## config.mk

```make
export PLATFORM = sky130hd
export DESIGN_NAME = display_scheduler
export DESIGN_NICKNAME = d
export VERILOG_FILES = /design/src/rtl/disp_sched_pkg.sv /design/src/rtl/disp_timer.sv /design/src/rtl/display_scheduler.sv
export SDC_FILE = /design/constraint.sdc
export NUM_CORES = 1
export LEC_CHECK = 0
export CORE_MARGIN = 4
export CORE_UTILIZATION = 63
export CTS_CLUSTER_DIAMETER = 120
export CTS_CLUSTER_SIZE = 16
export DETAILED_ROUTE_END_ITERATION = 10
export DONT_BUFFER_PORTS = 1
export PLACE_DENSITY = 0.79
export SLEW_MARGIN = 10
export SYNTH_ARGS = -nofsm -noshare
export SYNTH_HDL_FRONTEND = slang
export SYNTH_HIERARCHICAL = 1
export SYNTH_SLANG_ARGS = --single-unit
export TNS_END_PERCENT = 1
```

## constraint.sdc

```tcl
create_clock -name clk -period 3.8 [get_ports clk]
set_input_delay 0.95 -clock clk [delete_from_list [all_inputs] [get_ports clk]]
set_output_delay 0.95 -clock clk [all_outputs]
set_load 0.02 [all_outputs]
```

## src/rtl/disp_sched_pkg.sv

```systemverilog
// Shared types and helpers for the display scheduler: FSM states, blank code and
// sign-magnitude normalisation.
package disp_sched_pkg;

  typedef enum logic [1:0] {
    StOff,
    StShowBase,
    StBlank,
    StShowTemp
  } state_e;

  localparam logic [8:0] BlankVal = 9'h000;

  // Negative zero would light a lone minus sign, so fold it onto plain zero.
  function automatic logic [8:0] normalise(input logic [8:0] v);
    if (v[8] && (v[7:0] == 8'd0)) begin
      return BlankVal;
    end
    return v;
  endfunction

endpackage

```

## src/rtl/disp_timer.sv

```systemverilog
// Loadable down-counter that parks at zero; zero flag marks the last cycle of a phase.
module disp_timer #(
  parameter int unsigned Width = 4
) (
  input  logic             clk,
  input  logic             reset,
  input  logic             load,
  input  logic             en,
  input  logic [Width-1:0] load_val,
  output logic             zero
);

  logic [Width-1:0] cnt_q;

  always_ff @(posedge clk or posedge reset) begin
    if (reset) begin
      cnt_q <= '0;
    end else if (load) begin
      cnt_q <= load_val;
    end else if (en && (cnt_q != '0)) begin
      cnt_q <= cnt_q - Width'(1);
    end
  end

  assign zero = (cnt_q == '0);

endmodule

```

## src/rtl/display_scheduler.sv

```systemverilog
// Shares one 3-digit 7-segment decoder between a base source and temporary sources
// that request display time through a req/ack handshake.
module display_scheduler
  import disp_sched_pkg::*;
#(
  parameter int unsigned N_REQ        = 3,
  parameter int unsigned HOLD_CYCLES  = 50000000,
  parameter int unsigned BLANK_CYCLES = 5000000
) (
  input  logic               clk,
  input  logic               reset,
  input  logic               power_on,
  input  logic [9*N_REQ-1:0] vals,
  input  logic [N_REQ-1:0]   req,
  output logic [N_REQ-1:0]   ack,
  output logic [8:0]         disp_val,
  output logic               disp_en,
  output logic [1:0]         disp_src,
  output logic               busy
);

  localparam int unsigned MaxCycles = (HOLD_CYCLES > BLANK_CYCLES) ? HOLD_CYCLES : BLANK_CYCLES;
  localparam int unsigned TimerW    = ($clog2(MaxCycles) > 0) ? $clog2(MaxCycles) : 1;
  localparam logic [TimerW-1:0] HoldLoad  = TimerW'(HOLD_CYCLES - 1);
  localparam logic [TimerW-1:0] BlankLoad = TimerW'(BLANK_CYCLES - 1);

  state_e            state_q, state_d;
  logic [8:0]        hold_q, hold_d;
  logic [1:0]        idx_q, idx_d;
  logic [N_REQ-1:0]  grant;
  logic              take;
  logic              preempt, same;
  logic              win_valid;
  logic [1:0]        win_idx;
  logic [8:0]        win_val;
  logic [8:0]        base_val;
  logic              tmr_load, tmr_en, tmr_zero;
  logic [TimerW-1:0] tmr_val;
  logic [8:0]        disp_val_d;
  logic              disp_en_d, busy_d;
  logic [1:0]        disp_src_d;
  logic              unused_req0;

  assign unused_req0 = req[0];
  assign base_val    = normalise(vals[8:0]);

  // Fixed priority: scan downwards so the lowest requesting index >= 1 ends up winning.
  always_comb begin
    win_valid = 1'b0;
    win_idx   = 2'd0;
    win_val   = BlankVal;
    for (int i = N_REQ - 1; i >= 1; i--) begin
      if (req[i]) begin
        win_valid = 1'b1;
        win_idx   = 2'(i);
        win_val   = normalise(vals[9*i +: 9]);
      end
    end
  end

  assign preempt = win_valid && (win_idx < idx_q);
  assign same    = win_valid && (win_idx == idx_q);

  always_ff @(posedge clk or posedge reset) begin
    if (reset) begin
      state_q  <= StOff;
      hold_q   <= BlankVal;
      idx_q    <= 2'd0;
      disp_val <= BlankVal;
      disp_en  <= 1'b0;
      disp_src <= 2'd0;
      busy     <= 1'b0;
    end else begin
      state_q  <= state_d;
      hold_q   <= hold_d;
      idx_q    <= idx_d;
      disp_val <= disp_val_d;
      disp_en  <= disp_en_d;
      disp_src <= disp_src_d;
      busy     <= busy_d;
    end
  end

  always_comb begin
    state_d  = state_q;
    hold_d   = hold_q;
    idx_d    = idx_q;
    take     = 1'b0;
    tmr_load = 1'b0;
    tmr_val  = '0;
    if (!power_on) begin
      // Power loss beats every request and expiry and drops whatever was held.
      state_d  = StOff;
      hold_d   = BlankVal;
      idx_d    = 2'd0;
      tmr_load = 1'b1;
    end else begin
      unique case (state_q)
        StOff: state_d = StShowBase;
        StShowBase: begin
          if (win_valid) begin
            take     = 1'b1;
            state_d  = StBlank;
            tmr_load = 1'b1;
            tmr_val  = BlankLoad;
          end
        end
        StBlank: begin
          if (preempt) begin
            take     = 1'b1;
            tmr_load = 1'b1;
            tmr_val  = BlankLoad;
          end else begin
            take = same;
            if (tmr_zero) begin
              state_d  = StShowTemp;
              tmr_load = 1'b1;
              tmr_val  = HoldLoad;
            end
          end
        end
        StShowTemp: begin
          if (preempt) begin
            take     = 1'b1;
            state_d  = StBlank;
            tmr_load = 1'b1;
            tmr_val  = BlankLoad;
          end else if (same) begin
            take     = 1'b1;
            tmr_load = 1'b1;
            tmr_val  = HoldLoad;
          end else if (tmr_zero) begin
            state_d = StShowBase;
          end
        end
        default: state_d = StOff;
      endcase
    end
    if (take) begin
      hold_d = win_val;
      idx_d  = win_idx;
    end
  end

  always_comb begin
    grant = '0;
    for (int i = 1; i < N_REQ; i++) begin
      grant[i] = take && (win_idx == 2'(i));
    end
  end

  assign ack    = reset ? '0 : grant;
  assign tmr_en = (state_q == StBlank) || (state_q == StShowTemp);

  always_comb begin
    disp_val_d = BlankVal;
    disp_en_d  = 1'b0;
    disp_src_d = 2'd0;
    busy_d     = 1'b0;
    unique case (state_q)
      StOff: ;
      StShowBase: begin
        disp_val_d = base_val;
        disp_en_d  = 1'b1;
      end
      StBlank: begin
        disp_src_d = idx_q;
        busy_d     = 1'b1;
      end
      StShowTemp: begin
        disp_val_d = hold_q;
        disp_en_d  = 1'b1;
        disp_src_d = idx_q;
        busy_d     = 1'b1;
      end
      default: ;
    endcase
  end

  disp_timer #(
    .Width(TimerW)
  ) u_timer (
    .clk     (clk),
    .reset   (reset),
    .load    (tmr_load),
    .en      (tmr_en),
    .load_val(tmr_val),
    .zero    (tmr_zero)
  );

endmodule

```

### Sizing map

Drawn at 6 px/µm.
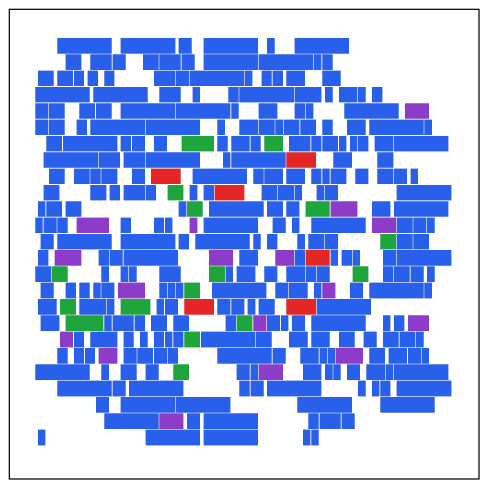
legend:
  purple:
    size: x2
    cells: 17
    share: 5.2%
    most_used: mux2_2
  red:
    size: x6 and larger
    cells: 6
    share: 1.8%
    most_used: clkbuf_8
  green:
    size: x3 and x4
    cells: 16
    share: 4.9%
    most_used: buf_4
  blue:
    size: x1 and smaller
    cells: 288
    share: 88%
    most_used: dfrtp_1

==> results.env <==
OUTCOME='finished clean'
CRIT_FAMILY='simple AND/OR/NAND/NOR gates'
GRT_PASS1_WL_UM=11200
POST_SYNTH_AO_OA_AREA_FRACTION=0.194
DRV_CAP=0
TIMING_HOLD_VIOLATIONS_FINAL=0
WORST_IR_DROP_VDD_uV=284
TIMING_MAX_TRANSITION_VIOLATIONS_FINAL=0
FF2FF_PATH_DEPTH=11
INITIALDRTVIOLATIONCOUNT=219
SYNTH.TOP_CELLS.BY_COUNT='sky130_fd_sc_hd__dfrtp_1 (52), sky130_fd_sc_hd__nand2_1 (26), sky130_fd_sc_hd__nor2_1 (24)'
FLOORPLAN.ROWS=25
PLACE.GP.CONGESTION=0.844
POST-CTS-SETUP-BUFFER-COUNT=0
GRT_ANTENNA_BEFORE_REPAIR=0
ROUTE.DETAILED.VIAS_PER_INST=6.29
DETAILEDPLACE.WORSTSLACK_NS=0.470
CRIT-REG2REG-LAUNCH='u_timer/cnt_q[0]$_DFFE_PP0P_'
POWERDENSITY_mW_PER_MM2=433
SIMPLE_GATE_AREA_FRAC=0.227
CRIT_TYPE='reg2reg'
YS_CELLS=329
FIRSTDRTPASSITERS=4
LEAKAGE_uW=0.00128
CRIT_PATH_MAX_INCR_DELAY_NS=0.68
WIRELENGTH_MET1_UM=2780
SYNTH.CELL_AREA_MM2=0.00309
WL_PER_CELL_UM=16.6
ENABLE_FLOP_CELLS=0
FINAL_MIN_PERIOD_OVER_CLOCK_PERIOD=0.885
GRT_SETUP_UNREPAIRED='no'
SYNTH_WARNINGS=6
FINAL-COMB-AREA_MM2=0.00163
LOG.WARNING_COUNT=27
NUMBER_OF_DIODES=0
CTS.REPAIR.RESIZED=0
TOP_LOGIC_CELL_FAMILY_IN_THE_SYNTHESIZED_NETLIST='simple AND/OR/NAND/NOR gates'
FINAL.CLKBUF_COUNT=5
HOLD_BUFFERS=0
COMB_SHARE=0.507
TIMING.CRITICAL_PATH.FROM='u_timer/cnt_q[0]$_DFFE_PP0P_'
GROUTE.LAYER.MET1.USAGE=0.272
PLACEMENT.CELL_AREA_MM2=0.00312
WORSTSETUPPATHDEPTH=11
NUMSEQUENTIALCELLS=52
CORE_REGION_AREA_MM2=0.00472
XOR_AREA_FRAC=0.0368
FMAXACHIEVABLE_MHz=298
CRITICAL_PATH.ENDPOINT_TYPE='flop'
SYNTHMUXAREASHARE=0.0518
IO_BUFFER_COUNT=0
HOLD_START='idx_q[0]$_DFFE_PP0P_'
IO_PINS=49
AREA_DOMINANT_CLASS='logic gates'
GR-USAGE-ALL-LAYERS=0.227
FINAL_PERIOD_MINUS_WORST_SETUP_SLACK_NS=3.36
WORST-ENDPOINT-ARRIVAL_NS=3.56
CRITPATHCAPTURE='u_timer/cnt_q[10]$_DFFE_PP0P_'
FLOP_AREA_MM2=0.00130
CTS.HTREE.LEVELS=2
SYNTHTOLAYOUTAREAGROWTH_PCT=4.13
FILLERINSTANCES=379
GRT.OVERFLOW.TOTAL=0
WORSTPATHCELLLIST='inv_1 > ha_1 > or4b_1 > or4_4 > nor2_1 > nand2b_1 > o31ai_1 > a22oi_1 > nand2_1 > inv_2 > mux2_4'
SYNTHDOMINANTCELLAREASHARE=0.421
RELSLEWSLACK=0.350
VIAS_IN_THE_FIRST_GLOBAL_ROUTE=2432
TAPCELL.INSERTED=67
BUFFERS_EXCL_CLOCK=10
DIEHEIGHT_UM=78.0
SYN_AVG_CELL_AREA_UM2=9.39
SYNTH-SEQ-AREA-SHARE=0.421
CLOCK_SKEW_NS=0.0108
SETUP_TNS_NS=0
FF_TYPE='sky130_fd_sc_hd__dfrtp_1'
ROUTED.TOP_LAYER='met4'
WORST_HOLD_PATH_TYPE='reg2reg'
WORST-R2R-SETUP-SLACK_NS=0.44
NUM-NETS-FINAL=362
MET2ROUTEDLENGTH_UM=3230
SEQUENTIAL_PORTION_OF_THE_CELL_AREA=0.404
N_MULTI_INPUT_COMBINATIONAL_CELL=249
MET3_USAGE=0.0585
YOSYS.AREA.TOP_TYPE='sky130_fd_sc_hd__dfrtp_1'
YS_TYPES=56
NON_CLOCK_BUFFER_AREA_SHARE=0.0233
SYN-INSTANCE-COUNT=329
### Pin map

Drawn at 6 px/µm. Pins as bars across the die edge, other pins in grey.
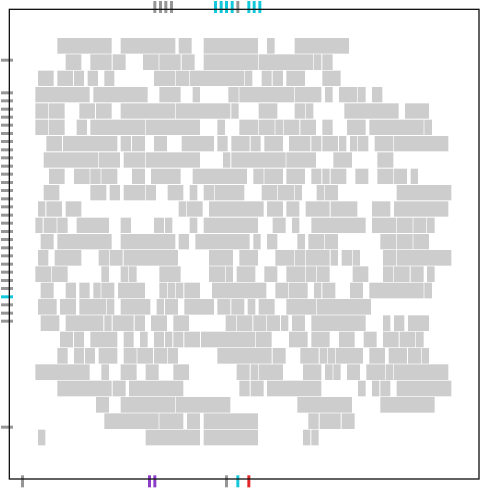
legend:
  red:
    port: `busy`
    pins: 1
    direction: output
    edge: bottom
  cyan:
    port: `disp_val`
    pins: 9
    direction: output
    edge: 7 top, 1 left, 1 bottom
  purple:
    port: `disp_src`
    pins: 2
    direction: output
    edge: bottom
all pins by edge: 31 left, 12 top, 6 bottom

==> power breakdown <==
group          total, µW  switching (µW)  internal (µW)
clock network        330             194            136
logic                354             207            147
registers            708            87.1            621
total               1390             489            903
==> worst min path at each step <==
stage	to	slack [ns]	cells after the start
after detailed placement	disp_src[0]$_DFF_PP0_	0.50	1
after floorplan	disp_src[1]$_DFF_PP0_	0.47	1
final	disp_src[0]$_DFF_PP0_	0.52	1
after global placement	disp_src[1]$_DFF_PP0_	0.50	1
after global routing	disp_src[0]$_DFF_PP0_	0.55	1
after CTS	disp_src[0]$_DFF_PP0_	0.52	1
==> worst reg2reg max path: cells and delay by family (launching register included) <==
family                   cells  cell delay [ns]
adder cells (fa/ha/maj)      1             0.17
AND-OR/OR-AND                2             0.21
AND/OR/NAND/NOR              5             1.81
flip-flops                   1             0.41
multiplexers                 1             0.36
buffers and inverters        2             0.30
==> kinds of logic (layout without fill, tap and decap cells) <==
group / after synthesis / in the layout
xor gates and xnor gates: 13 / 13
adders and majority gates: 3 / 3
AOI/OAI and AO/OA: 85 / 85
DFF: 52 / 52
other: 1 / 5
and+or+nand+nor: 128 / 128
buffers and inverters: 32 / 26
muxes: 15 / 15
==> sequential cells by signal (all words and copies together), names as in the netlist <==
| register | flops |
|---|---|
| disp_en | 1 |
| u_timer/cnt_q | 26 |
| hold_q | 9 |
| disp_val | 9 |
| idx_q | 2 |
| state_q | 2 |
| disp_src | 2 |
| busy | 1 |
==> through the flow <==
step | total power, µW | hold slack, ns | std cells | util
finish | 1390 | 0.519 | 394 | 0.681
CTS | 1400 | 0.521 | 394 | 0.681
global route | 1480 | 0.552 | 394 | 0.681
floorplan | 1000 | 0.470 | 333 | -
global placement | 1060 | 0.498 | 386 | 0.661
detailed placement | 1070 | 0.498 | 386 | 0.661
No activity file was given, so power comes from the tool's default toggle rates.
